===== src/rtl/latch_wr_arbiter.sv =====
// Round-robin arbiter that serialises requester writes into a shared latch bank.
// Each write is sequenced as setup, enable pulse, hold and an optional idle gap.
module latch_wr_arbiter #(
  parameter int N_REQ   = 4,
  parameter int DW      = 8,
  parameter int PULSE_W = 2,
  parameter int GAP_W   = 1
) (
  input  logic                clk,
  input  logic                rst_n,
  input  logic [N_REQ-1:0]    req,
  input  logic [N_REQ*DW-1:0] wdata,
  output logic [N_REQ-1:0]    gnt,
  output logic [N_REQ-1:0]    done,
  output logic [DW-1:0]       lat_d,
  output logic                lat_c,
  output logic                busy
);

  localparam int IW = $clog2(N_REQ);

  typedef enum logic [2:0] {
    S_IDLE,
    S_SETUP,
    S_PULSE,
    S_HOLD,
    S_GAP
  } state_t;

  state_t            state, state_nxt;
  logic [3:0]        cnt, cnt_nxt;
  logic [IW-1:0]     ptr, ptr_nxt;
  logic [N_REQ-1:0]  gnt_nxt, done_nxt;
  logic [DW-1:0]     lat_d_nxt;
  logic              lat_c_nxt, busy_nxt;

  logic              found;
  logic [IW-1:0]     win;

  // Walk downward so the candidate nearest to ptr+1 is the last one written.
  always_comb begin
    found = 1'b0;
    win   = '0;
    for (int k = N_REQ; k >= 1; k--) begin
      if (req[(int'(ptr) + k) % N_REQ]) begin
        found = 1'b1;
        win   = IW'((int'(ptr) + k) % N_REQ);
      end
    end
  end

  // NOTE: every combinational output gets a default first so no latch is inferred.
  always_comb begin
    state_nxt = state;
    cnt_nxt   = cnt;
    ptr_nxt   = ptr;
    gnt_nxt   = gnt;
    done_nxt  = '0;
    lat_d_nxt = lat_d;
    lat_c_nxt = 1'b0;
    busy_nxt  = busy;

    unique case (state)
      S_IDLE: begin
        if (found) begin
          state_nxt = S_SETUP;
          ptr_nxt   = win;
          gnt_nxt   = N_REQ'(1) << win;
          lat_d_nxt = wdata[win*DW +: DW];
          busy_nxt  = 1'b1;
        end
      end
      S_SETUP: begin
        state_nxt = S_PULSE;
        lat_c_nxt = 1'b1;
        cnt_nxt   = 4'(PULSE_W - 1);
      end
      S_PULSE: begin
        if (cnt == 4'd0) begin
          state_nxt = S_HOLD;
          done_nxt  = gnt;
        end else begin
          cnt_nxt   = cnt - 4'd1;
          lat_c_nxt = 1'b1;
        end
      end
      S_HOLD: begin
        gnt_nxt = '0;
        if (GAP_W == 0) begin
          state_nxt = S_IDLE;
          busy_nxt  = 1'b0;
        end else begin
          state_nxt = S_GAP;
          cnt_nxt   = 4'(GAP_W - 1);
        end
      end
      S_GAP: begin
        if (cnt == 4'd0) begin
          state_nxt = S_IDLE;
          busy_nxt  = 1'b0;
        end else begin
          cnt_nxt = cnt - 4'd1;
        end
      end
      default: begin
        state_nxt = S_IDLE;
        gnt_nxt   = '0;
        busy_nxt  = 1'b0;
      end
    endcase
  end

  // NOTE: sequential state uses non-blocking assignments so all registers update together.
  always_ff @(posedge clk or negedge rst_n) begin
    if (!rst_n) begin
      state <= S_IDLE;
      cnt   <= '0;
      ptr   <= IW'(N_REQ - 1);
      gnt   <= '0;
      done  <= '0;
      lat_d <= '0;
      lat_c <= 1'b0;
      busy  <= 1'b0;
    end else begin
      state <= state_nxt;
      cnt   <= cnt_nxt;
      ptr   <= ptr_nxt;
      gnt   <= gnt_nxt;
      done  <= done_nxt;
      lat_d <= lat_d_nxt;
      lat_c <= lat_c_nxt;
      busy  <= busy_nxt;
    end
  end

endmodule


===== config.mk =====
export PLATFORM = sky130hd
export DESIGN_NAME = latch_wr_arbiter
export DESIGN_NICKNAME = d
export VERILOG_FILES = /design/src/rtl/latch_wr_arbiter.sv
export SDC_FILE = /design/constraint.sdc
export NUM_CORES = 1
export LEC_CHECK = 0
export ABC_CLOCK_PERIOD_IN_PS = 4850
export CAP_MARGIN = 10
export CORE_ASPECT_RATIO = 1.2
export CORE_UTILIZATION = 45
export CTS_CLUSTER_SIZE = 14
export DETAILED_ROUTE_END_ITERATION = 7
export GPL_ROUTABILITY_DRIVEN = 0
export PLACE_DENSITY_LB_ADDON = 0.1
export RECOVER_POWER = 25
export SLEW_MARGIN = 15
export SYNTH_ARGS = -nofsm -noshare
export SYNTH_HDL_FRONTEND = slang
export SYNTH_SLANG_ARGS = --single-unit
export TNS_END_PERCENT = 1

===== constraint.sdc =====
create_clock -name clk -period 4.85 [get_ports clk]
set_clock_uncertainty 0.05 [all_clocks]
set_input_delay 1.455 -clock clk [delete_from_list [all_inputs] [get_ports clk]]
set_output_delay 1.455 -clock clk [all_outputs]
set_load 0.005 [all_outputs]

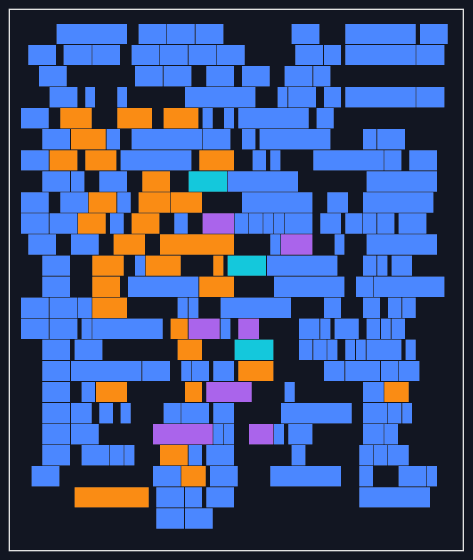
run_1/sizes.png
[_0 and _1 cells] blue | cells: 181 | share: 82% | most used: clkdlybuf4s50_1
[_6 and larger] cyan | cells: 3 | share: 1.4% | most used: clkbuf_8
[_3 and _4 cells] purple | cells: 7 | share: 3.2%
[_2 cells] orange | cells: 30 | share: 14% | most used: mux2_2

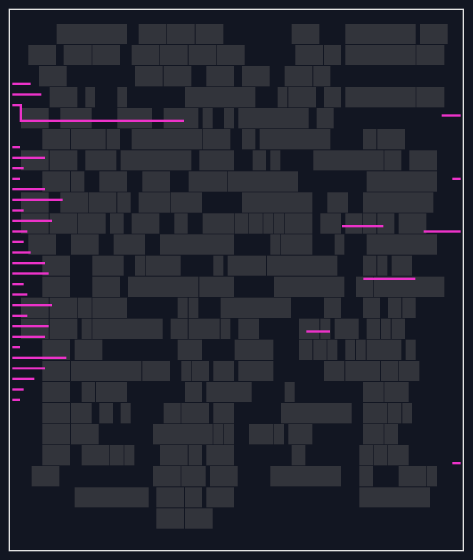
run_1/layer_met3.png
share of all routed wire: 3.2%
nets with wire on the layer: 35
main direction: horizontal

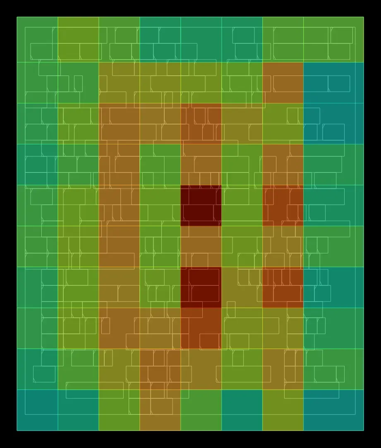
run_1/congestion.png
grt met2 use: 37.7%
GR Layer Usage met3: 2.43%
most used routing layer: met2

==> flow_summary.json, run 1 <==
{
  "status": "complete, no violations",
  "fp-row-count": 24,
  "cp_data_arrival_time_ps": 3550,
  "yosys_area_sq_mm": 0.00172,
  "clk_latency_ps": 270,
  "drcViolationCount": 0,
  "powerDensity_mw_per_mm2": 531,
  "design.core.area_sq_mm": 0.00363,
  "yosys.area.top_type_share_pct": 36.4,
  "grt_usage_pct": 19.7,
  "die_area_sq_mm": 0.00408,
  "cts_resized": 0,
  "setup_viol": 0,
  "grt_pass1_vias": 1406,
  "finalHoldViolations": 0,
  "viasPerCell": 5.30,
  "wire_per_inst_um": 13.8,
  "drv_slew": 0,
  "setup.worst_path.start_class": "primary input",
  "path_max_fanout": 16,
  "inv_count": 6,
  "met1_length_um": 1570,
  "postSynthSeqShare_pct": 39.4,
  "ys_cells": 172,
  "buf_share_pct": 24.0,
  "peakVddDrop_v": 0.000237,
  "die_width_um": 58.4,
  "routed-via-count": 1447,
  "sh_seq_area_pct": 29.4,
  "area_growth_syn_to_layout_pct": 34.0,
  "syn_inst": 172,
  "wl_met3_um": 120,
  "pwr-share-clk_pct": 10.8,
  "finalClockPeriodUsage_pct": 70.2,
  "portBuffers": 55,
  "die_h_um": 69.7,
  "yosysWarningCount": 0,
  "grt.overflow.total": 0,
  "met2_wirelength_um": 2080,
  "min_period_ps": 3410,
  "logic_gates": 128,
  "mi_logic_area_sq_um": 936,
  "p_int_uw": 715,
  "hpwl_um": 2840,
  "tool_warnings": 27,
  "grt_max_degree": 28,
  "fin_tns_setup_ps": 0,
  "grt_pass1_wl_um": 6290,
  "syn_area_per_cell_sq_um": 10.0,
  "crit_type": "in -> reg",
  "path_clk_slew_ps": 90,
  "clockBufferCount": 3,
  "final-clk-cell-share_pct": 2.12,
  "drt_pass1_iterations": 4,
  "clk_path_buf_depth": 2,
  "edf_count": 0,
  "antenna_found_initial": 0,
  "ys_sh_mux_pct": 9.82,
  "comb_share_pct": 40.6,
  "cts_tree": "yes",
  "drive_gt1_share_pct": 18.1,
  "netSwitchingFraction_pct": 41.5,
  "antenna_left": 0,
  "numCtsBuffers": 3,
  "tap_cells": 52,
  "fp_util_pct": 47.3,
  "syn_area_sq_mm": 0.00172,
  "buffers": 56,
  "synth_cell_type_count": 47,
  "diodes": 0,
  "io_pins": 56,
  "synth_xor_xnor_area_share_pct": 0,
  "maxCapViolCount": 0,
  "fp_nets": 212,
  "ys_sh_simple_pct": 22.7,
  "slew_headroom_pct": 4.00,
  "worst_pin_slew_ps": 1440,
  "register_area_sq_um": 678,
  "hold_class": "reg -> reg",
  "htree_levels": 1,
  "p_leak_nw": 0.923,
  "synthTopCellsByArea": "dfrtp_1, mux2i_1, mux2_2, o211ai_2, o21ai_0",
  "adder_share_pct": 2.04
}
==> run 1: synth_stat cells, types with 5 or more instances <==
cell / count
inv_1: 5
mux2_2: 7
o21ai_0: 14
nand3_2: 6
o211ai_1: 5
nand2_1: 18
nand3_1: 9
dfrtp_1: 25
mux2i_1: 9
a21oi_1: 5
nor2_1: 7
o211ai_2: 6
==> run 1: metrics by stage <==
step           worst slack (ps)  std cells  cell area, sq um  utilization, %  hold slack (ps)
6_report                   1440        273              2300            63.4              451
3_3_place_gp               1250        269              2260            62.2              423
3_5_place_dp               1180        269              2260            62.2              433
4_1_cts                    1450        273              2310            63.5              456
5_1_grt                    1350        273              2300            63.4              490
2_1_floorplan              2020        172              1720               -              417
==> run 1: state kept, by name (all words and copies together), names as in the netlist <==
register and count:
state 3, gnt 4, done 4, lat_c 1
cnt 4, busy 1, lat_d 8, ptr 2
==> run 1: power by group through the flow <==
stage / Clock, mW / Combinational (mW) / Sequential (mW)
after floorplan: 0 / 0.529 / 0.383
after global placement: 0 / 0.650 / 0.424
after detailed placement: 0 / 0.673 / 0.428
after CTS: 0.137 / 0.675 / 0.425
after global routing: 0.146 / 0.741 / 0.441
final: 0.132 / 0.667 / 0.425
==> run 1: critical path, cell delays in order <==
cell	delay [ps]
clkdlybuf4s50_1	480
and3b_2	250
o31ai_4	700
or2_2	430
a211oi_2	90
a211oi_2	150
==> run 1: final timing paths <==
path / startpoint / endpoint / slack, ps / cells past startpoint
worst max-delay path: req[3] / lat_d[7] / 1440 / 6
worst min-delay path: busy / busy / 450 / 2
worst max register to register: ptr[0] / lat_d[7] / 2570 / 5
worst min register to register: busy / busy / 450 / 2
max in group asynchronous: rst_n / cnt[0] / 1920 / 2
min in group asynchronous: rst_n / cnt[3] / 1990 / 2
==> run 2, diff against run 1 <==
Settings changed: ABC_CLOCK_PERIOD_IN_PS 4850 to 3200.
Clock period 4.85 ns to 3.2 ns, I/O delays scaled along.
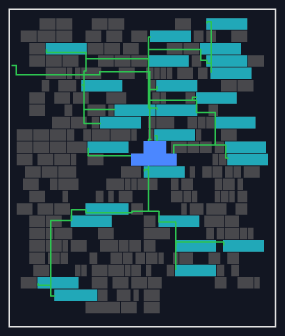
run_2/clk_routes.png
[clock wires] green | length: 318 um
[flip-flops] cyan | count: 27
[clock drivers] blue | count: 3
routed clock nets: 4
P_clk: 199 uW
clk_lat worst skew: 270 ps

==> run 2 against run 1 <==
Critical path type unchanged; global-route usage increased by 0.61 points; cell area grew 0.98%; power is 54% higher; combinational power grew 56%; highest routed layer is now met4.
==> flow_summary.json, run 2 <==
{
  "cts_tree": "yes",
  "ys_cells": 172,
  "drcViolationCount": 0,
  "crit_type": "in -> reg",
  "fp_nets": 212,
  "die_area_sq_mm": 0.00408,
  "numCtsBuffers": 3,
  "most_common_cell": "dfrtp_1",
  "largest_reg_flops": 8,
  "viasPerCell": 5.28,
  "adder_share_pct": 2.04,
  "grt_pass1_vias": 1404,
  "crit_slowest_cell": "clkdlybuf4s50_1",
  "drive_gt1_share_pct": 19.2,
  "p_leak_nw": 0.937,
  "grt_usage_pct": 20.3,
  "setup_viol": 0,
  "status": "complete, no violations",
  "portBuffers": 55,
  "synth_xor_xnor_area_share_pct": 0,
  "syn_inst": 172,
  "slew_headroom_pct": 3.99,
  "path_max_fanout": 18,
  "finalHoldViolations": 0,
  "routed-via-count": 1458,
  "die_h_um": 69.7,
  "htree_levels": 1,
  "wire_per_inst_um": 14.0,
  "common_cells": "dfrtp_1, nand2_1, o21ai_0",
  "max_stage_delay_ps": 520,
  "utilization_pct": 64.0,
  "cp_data_arrival_time_ps": 2610,
  "cts_resized": 0,
  "hold_class": "reg -> reg",
  "postSynthSeqShare_pct": 39.4,
  "fp_util_pct": 47.3,
  "grt_max_degree": 28,
  "hpwl_um": 2920,
  "finalClockPeriodUsage_pct": 78.4,
  "yosys.area.top_type_share_pct": 36.4,
  "syn_area_per_cell_sq_um": 10.0,
  "drv_slew": 0,
  "area_growth_syn_to_layout_pct": 35.3,
  "tool_warnings": 27,
  "design.core.area_sq_mm": 0.00363,
  "antenna_found_initial": 0,
  "drt_pass1_iterations": 4,
  "setup.worst_path.start_class": "primary input",
  "ys_sh_mux_pct": 9.82,
  "placed_cell_area_sq_mm": 0.00228,
  "path_clk_slew_ps": 90,
  "powerDensity_mw_per_mm2": 810,
  "diodes": 0,
  "yosysWarningCount": 0
}
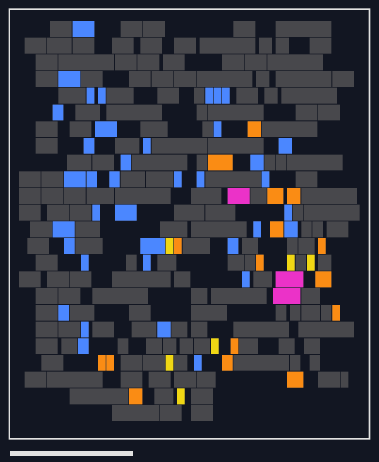
run_2/logic_types.png
The bar under the picture is 20 um long.
[fa/ha/maj cells] magenta | cells: 3 | most used: ha_1
[inv cells] yellow | cells: 6 | most used: inv_1
[nor cells] orange | cells: 16 | most used: nor2_1
[nand cells] blue | cells: 38 | most used: nand2_1
Top cell excl fill/tap: clkdlybuf4s50_1
logic share of the area: 40.2%

## run 2: stage by stage
stage	power (mW)	worst slack, ps
final	1.89	692
after global routing	2.04	376
after CTS	1.90	690
after detailed placement	1.70	409
after global placement	1.66	472
after floorplan	1.38	865
## run 2: cell families after synthesis
| family | count (synthesis) |
|---|---|
| AND-OR/OR-AND | 43 |
| adder cells (fa/ha/maj) | 3 |
| buffers and inverters | 17 |
| flip-flops | 27 |
| multiplexers | 16 |
| AND/OR/NAND/NOR | 66 |
## run 2: cell type report
type,count,area (sq um)
timing repair buffer,59,577
multi-input combinational,128,936
inverter,6,22.5
clock buffer,3,41.3
fill,300,1310
tap,52,65.1
sequential,27,678
clock inverter,1,7.51
## run 2: power by group
group | switching (mW) | internal [mW] | leakage (nW)
combinational | 0.510 | 0.531 | 0.576
sequential | 0.159 | 0.487 | 0.340
clock | 0.110 | 0.0882 | 0.0217
## run 2: layer usage
metal	up-vias	GRT usage, %	wire [um]
li1	715	-	-
met1	693	25.2	1560
met2	48	37.2	2090
met3	2	3.36	206
met4	0	2.38	14
met5	-	0	0
## run 2: final timing paths
kind                              from       end  slack, ps  cells past startpoint
worst max-delay path            req[2]  lat_d[7]        690                      7
worst min-delay path              busy      busy        440                      2
worst max register to register  ptr[1]  lat_d[7]       1230                      6
worst min register to register    busy      busy        440                      2
max in group asynchronous        rst_n  lat_d[1]        760                      2
min in group asynchronous        rst_n    cnt[0]       1500                      2
## run 2: tightest hold or removal path, stage by stage (launching register included)
cell	delay [ps]
dfrtp_1	350
nand2_1	60
nand2_1	60
==> run 3, diff against run 2 <==
Settings changed: ABC_CLOCK_PERIOD_IN_PS 3200 to 2240, CORE_UTILIZATION 45 to 42.
Clock period 3.2 ns to 2.24 ns, I/O delays scaled along.
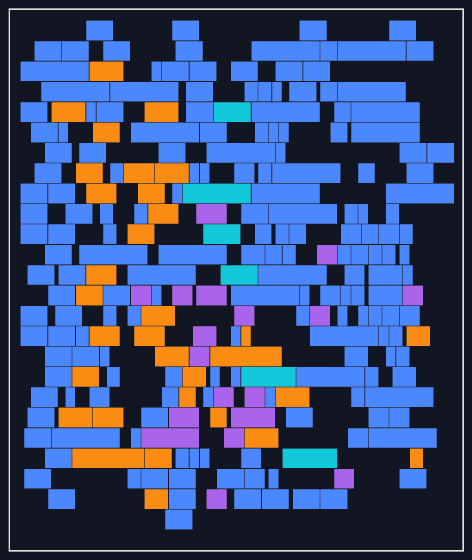
run_3/sizes.png
[_6 and larger] cyan | cells: 6 | share: 2.5% | most used: clkbuf_8
[_2 cells] orange | cells: 32 | share: 14% | most used: mux2_2
[_0 and _1 cells] blue | cells: 180 | share: 76% | most used: clkdlybuf4s50_1
[_3 and _4 cells] purple | cells: 18 | share: 7.6% | most used: buf_4

==> run 3 against run 2 <==
Clock-buffer cell count did not move; sequential share of layout area fell by 1.6 points; sequential cell count did not move; non-clock buffer count rose by 12; core utilization fell by 1.5 points; clock power rose by 46%; cell area rose by 6.0%; critical path type unchanged; register-to-register slack got worse by 970 ps.
==> flow_summary.json, run 3 <==
{
  "p_clk_uw": 290,
  "regMostFlops": "lat_d",
  "max_stage_delay_ps": 480,
  "htree_levels": 1,
  "drv_slew": 0,
  "dp.cells": 285,
  "nFillCells": 356,
  "synth_cell_type_count": 47,
  "crit_path_start": "req[3]",
  "yosys_area_sq_mm": 0.00172,
  "path_clk_slew_ps": 100,
  "ys_cells": 172,
  "p_switching_mw": 1.18,
  "drive_gt1_share_pct": 23.7,
  "worst_r2r_endpoint": "lat_d[0]",
  "cpLargestDelayFamily": "buffers and inverters",
  "p_seq_uw": 849,
  "worst-path-stages": 7,
  "reg2reg_slack_ps": 260,
  "holdWs_ps": 459,
  "finalHoldViolations": 0,
  "drcViolationCount": 0,
  "layout_setup_ws_ps": 48.3,
  "tool_warnings": 27,
  "cts_tree": "yes",
  "antenna_found_initial": 0,
  "fp_util_pct": 43.7,
  "r2r_start": "ptr[1]",
  "comb_power_mw": 1.79,
  "grt_pass1_wl_um": 6710,
  "wire_per_inst_um": 14.3,
  "cts_resized": 0,
  "crit_chain": "clkdlybuf4s50_1 > mux2i_1 > o22ai_2 > a21oi_4 > buf_12 > mux2_2 > o211ai_1",
  "syn_area_per_cell_sq_um": 10.0,
  "design.core.area_sq_mm": 0.00394,
  "largest_reg_flops": 8,
  "die_width_um": 60.4,
  "syn_area_sq_mm": 0.00172,
  "worst-path-buf-inv": 2,
  "status": "complete, no violations",
  "maxCapViolCount": 0,
  "yosysWarningCount": 0,
  "portBuffers": 55,
  "fp_nets": 212,
  "utilization_pct": 62.6,
  "setup.worst_path.start_class": "primary input",
  "fin_tns_setup_ps": 0,
  "grt_usage_pct": 20.2,
  "yosys.area.top_type_share_pct": 36.4,
  "drt_pass1_iterations": 4,
  "p_int_mw": 1.75,
  "dp_slack_ps": -226,
  "cp_data_arrival_time_ps": 2330,
  "endpoint": "lat_d[0]",
  "grt_max_degree": 28,
  "common_cells": "dfrtp_1, nand2_1, o21ai_0",
  "synthTopCellsByArea": "dfrtp_1, mux2i_1, mux2_2, o211ai_2, o21ai_0",
  "layout_top_cell": "clkdlybuf4s50_1",
  "viasPerCell": 5.27,
  "numCtsBuffers": 3,
  "die_h_um": 72.1,
  "power_frac_seq_pct": 29.0,
  "postSynthSeqShare_pct": 39.4,
  "routed-via-count": 1529,
  "fp-row-count": 25,
  "setup_viol": 0,
  "mostFrequentLayoutCells": "clkdlybuf4s50_1, dfrtp_1, nand2_1, o21ai_0, buf_4",
  "diodes": 0,
  "slew_headroom_pct": 54.6,
  "powerDensity_mw_per_mm2": 1190,
  "netSwitchingFraction_pct": 40.3,
  "pwr-share-clk_pct": 9.9,
  "pwr-share-comb_pct": 61.1,
  "die_area_sq_mm": 0.00436,
  "whs_path_depth": 2,
  "clk_latency_ps": 280,
  "finalClockPeriodUsage_pct": 97.8,
  "crit_slowest_cell": "clkdlybuf4s50_1",
  "path_max_fanout": 9,
  "syn_inst": 172,
  "hpwl_um": 3180,
  "hold_class": "reg -> reg",
  "peakVddDrop_v": 0.000559,
  "p_leak_nw": 1.02,
  "io_pins": 56,
  "crit_type": "in -> reg"
}
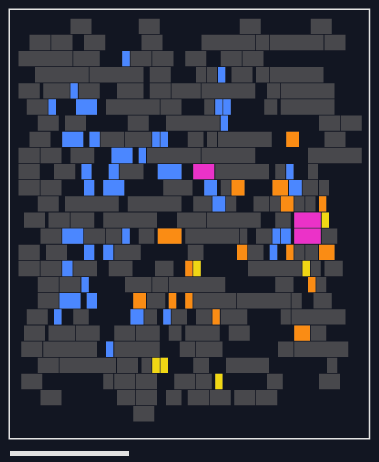
run_3/logic_types.png
The bar under the picture is 20 um long.
[nand cells] blue | cells: 38 | most used: nand2_1
[fa/ha/maj cells] magenta | cells: 3 | most used: ha_1
[inv cells] yellow | cells: 6 | most used: inv_1
[nor cells] orange | cells: 16 | most used: nor2_1
logic share of the area: 38.2%
fin cells: 290

-- run 3: netlist changes by cell type in the layout (fill, tap and decap cells not counted), sizes merged --
cell    before  now
buf          3   13
clkbuf       4    6
-- run 3: how the worst min path moves through the flow --
stage | start | end
after CTS | lat_d[5] | lat_d[5]
final | lat_d[5] | lat_d[5]
after floorplan | rst_n | busy
after global routing | lat_d[1] | lat_d[1]
after global placement | lat_d[1] | lat_d[1]
after detailed placement | lat_d[4] | lat_d[4]
-- run 3: metal layers --
layer | vias up | part of all wire (%) | GRT usage [%]
met4 | 0 | 0.82 | 4.55
met1 | 742 | 40 | 23.1
met5 | - | 0 | 0
met2 | 40 | 56 | 38.5
li1 | 742 | - | -
met3 | 5 | 3.6 | 2.85
-- run 3: per-stage QoR --
step                      instance area (sq um)  total power, mW
after floorplan                            1720             1.97
after global placement                     2390             2.53
after detailed placement                   2390             2.61
after CTS                                  2440             2.89
after global routing                       2470             3.14
final                                      2470             2.92
-- run 3: cell type report --
class / instances / area (sq um) / area share [%]
Clock buffer: 3 / 41.3 / 1.67
Clock inverter: 1 / 7.51 / 0.304
Inverter: 6 / 22.5 / 0.913
Multi-Input combinational cell: 128 / 942 / 38.2
Sequential cell: 27 / 678 / 27.5
Tap cell: 54 / 67.6 / 2.74
Timing Repair Buffer: 71 / 707 / 28.7
-- run 3: cell families (layout without fill, tap and decap cells) --
family / count (synthesis) / count (layout) / synth area share [%]
buf+inv: 17 / 81 / 6.18
fa+ha+maj: 3 / 3 / 2.04
flops: 27 / 27 / 39.4
simple gates: 66 / 66 / 22.7
mux: 16 / 16 / 9.82
compound gates: 43 / 43 / 19.9
Power figures rest on the tool's default switching activity, not on a simulated workload.
